Design conv_mac_array, sky130hd; sources not shown.
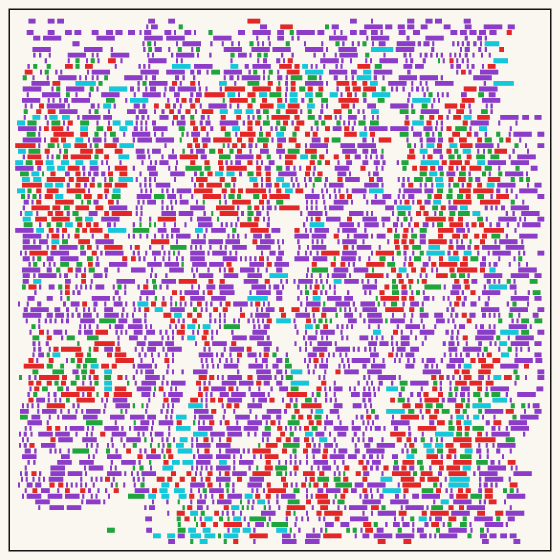
(drive-strength map)
- drive 2: green (cells 441; share 12%; most used nand2_2)
- drive 3 to 4: red (cells 668; share 19%; most used buf_4)
- drive 1 or less: purple (cells 2282; share 64%; most used inv_1)
- drive 6 and up: cyan (cells 186; share 5.2%; most used buf_6)
final instance area: 32700 um2
area grow syn2layout: 51.5%
non-clock buffer total of the final layout: 706
minimum setup slack in the final design: -1260 ps

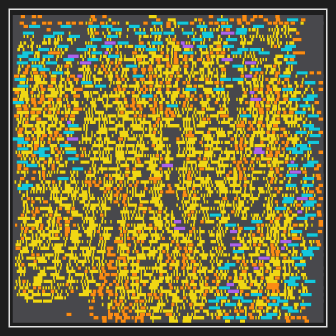
(cell classes on the final placement)
Fill, decap, tap and diode cells in grey.
- flip-flops: cyan (cells 167)
- clock drivers and dummy loads: purple (cells 32)
- other buffers and delay cells: orange (cells 706)
- all other logic: yellow (cells 2672)
site row count: 93
area of the placeable core: 64600 um2
Finished Core Util: 0.506
sequential fraction of total cell area: 0.128

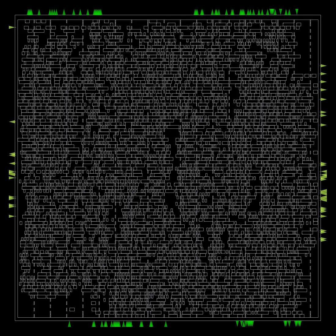
(cell outlines without signal wires)
layout filler cell count: 7700
non-filler instance count after layout: 4432
number of well taps: 855
number of sequential storage elements: 167

==> impl_summary.log <==
[flow] summary of implementation run
INFO  metric outcome = finished with violations
INFO  metric failing_checks = setup timing
INFO  metric drv_cap = 0
INFO  metric post_synth_and_or_nand_nor_area_fraction = 0.222
INFO  metric fin_crit = 7260 ps
INFO  metric post_cts_resize_count = between 500 and 600
INFO  metric grt_first_pass_wirelength = between 100 and 150 mm
INFO  metric place_hpwl = 54.9 mm
INFO  metric cp_num_buf_inv = 12
INFO  metric gr-usage-met3 = 0.0208
INFO  metric top_logic_kind = adder cells
INFO  metric via_count_of_the_first_global_routing_pass = about 23000
INFO  metric area_leaders = sky130_fd_sc_hd__fa_1, sky130_fd_sc_hd__dfrtp_1, sky130_fd_sc_hd__inv_1
INFO  metric clock_area_frac = 0.0191
INFO  metric first_pass_iters = 5
INFO  metric setup_total_negative_slack = -124090 ps
INFO  metric final_antenna_net_count = 0
INFO  metric gp_congestion = approximately 0.84
INFO  metric aoi_share = 0.0659
INFO  metric ff_to_ff_path_depth = 19
INFO  metric adder_share = 0.319
INFO  metric detailroute.wirelength.met3 = roughly 1000 um
INFO  metric global_route.usage.met1 = 0.265
INFO  metric hold_viol = 0
INFO  metric design.final.nets = 4026
INFO  metric synth_dominant_cell_count = sky130_fd_sc_hd__inv_1
INFO  metric combined_area_of_the_multi_input_logic_cells = 17600 um2
INFO  metric clk-insertion-delay-late = a little over 500 ps
INFO  metric setup.worst_path.end_class = flip-flop
INFO  metric tool_warnings = 30
INFO  metric final-setup-viol-count = 125
INFO  metric cts_tree = yes
INFO  metric max_freq = 138 MHz
INFO  metric mux_area_frac = 0
INFO  metric antenna_diode_count = 0
INFO  metric boundaryPins = about 130
INFO  metric antenna_found_initial = 0
INFO  metric yosys-stat-cells = 2932
INFO  metric worstMarginPinSlew = 926 ps
INFO  metric whs = 482 ps
INFO  metric synth.cellmix.xorXnorShare = 0.0471
INFO  metric largest_area_cell = sky130_fd_sc_hd__fa_1
INFO  metric cpMaxStageDelayCell = sky130_fd_sc_hd__fa_1
INFO  metric skew = 33.2 ps
INFO  metric most-common-layout-cells = sky130_fd_sc_hd__inv_1, sky130_fd_sc_hd__nand2_1, sky130_fd_sc_hd__buf_4, sky130_fd_sc_hd__nor2_1, sky130_fd_sc_hd__fa_1
INFO  metric cts_buffers = 17
INFO  metric clockBufferDepth = 2
INFO  metric synth_top_area_share = 0.208
INFO  metric common_cells = sky130_fd_sc_hd__inv_1, sky130_fd_sc_hd__nand2_1, sky130_fd_sc_hd__nor2_1
INFO  metric grtUsageTotal = 0.222
INFO  metric die-width = 260 um
INFO  metric pin_count_of_the_biggest_net_entering_global_routing = ~91
INFO  metric syn-cell-area = 21600 um2
INFO  metric syn_inst = 2932
INFO  metric cts-htree-levels = 4
INFO  metric timing.final.ws_setup = -1260 ps
INFO  metric timing_worst_setup_path_type = input pin to flip-flop
INFO  metric cp_max_fo = 4
INFO  metric route.detailed.drc = 0
INFO  metric holdBufCountCts = 0
INFO  metric drive_above_1_share = 0.362
INFO  metric final-seq-area = 4180 um2
INFO  metric synth.distinct_cells = 50
INFO  metric cts.repair_timing.setup_buffer_count = 90
INFO  metric topRoutingLayerUsed = met4
INFO  metric wl_per_cell = approximately 17 um
INFO  metric ys.warnings.count = 0
INFO  metric detail_route.wirelength.met1 = between 30 and 40 mm
INFO  metric cts.root.buffer_cell = sky130_fd_sc_hd__clkbuf_16
INFO  metric placedInstanceArea = 27300 um2
INFO  metric timing.critical_path.max_delay_family = adder cells
INFO  metric start_kind = input pin
INFO  metric worst-endpoint-arrival = 7700 ps
INFO  metric design.die.area = 67400 um2
INFO  metric worst_ep_required_time = roughly 6500 ps
INFO  metric hold_path_class = flip-flop to flip-flop
INFO  metric top_cell_excl_fill_tap = sky130_fd_sc_hd__inv_1
INFO  metric worst_slew_margin_rel = 0.383
INFO  metric dominant_cells = multi-input combinational cells
INFO  metric layout.buffer.nonclock.area_share = 0.195
INFO  metric clkSinkCount = approximately 170
INFO  metric globalRouteMet2Util = 0.423
INFO  metric share_of_the_yosys_chip_area_belonging_to_registers = 0.194
INFO  metric detail_route.iter0.violations = 602
INFO  metric final.clkbuf_count = 17
INFO  metric syn_area_per_cell = 7.36 um2
INFO  metric ys_area = 21600 um2
INFO  metric synth-async-reset-ratio = 1.00
INFO  metric timing.final.max_slew_violations = 0
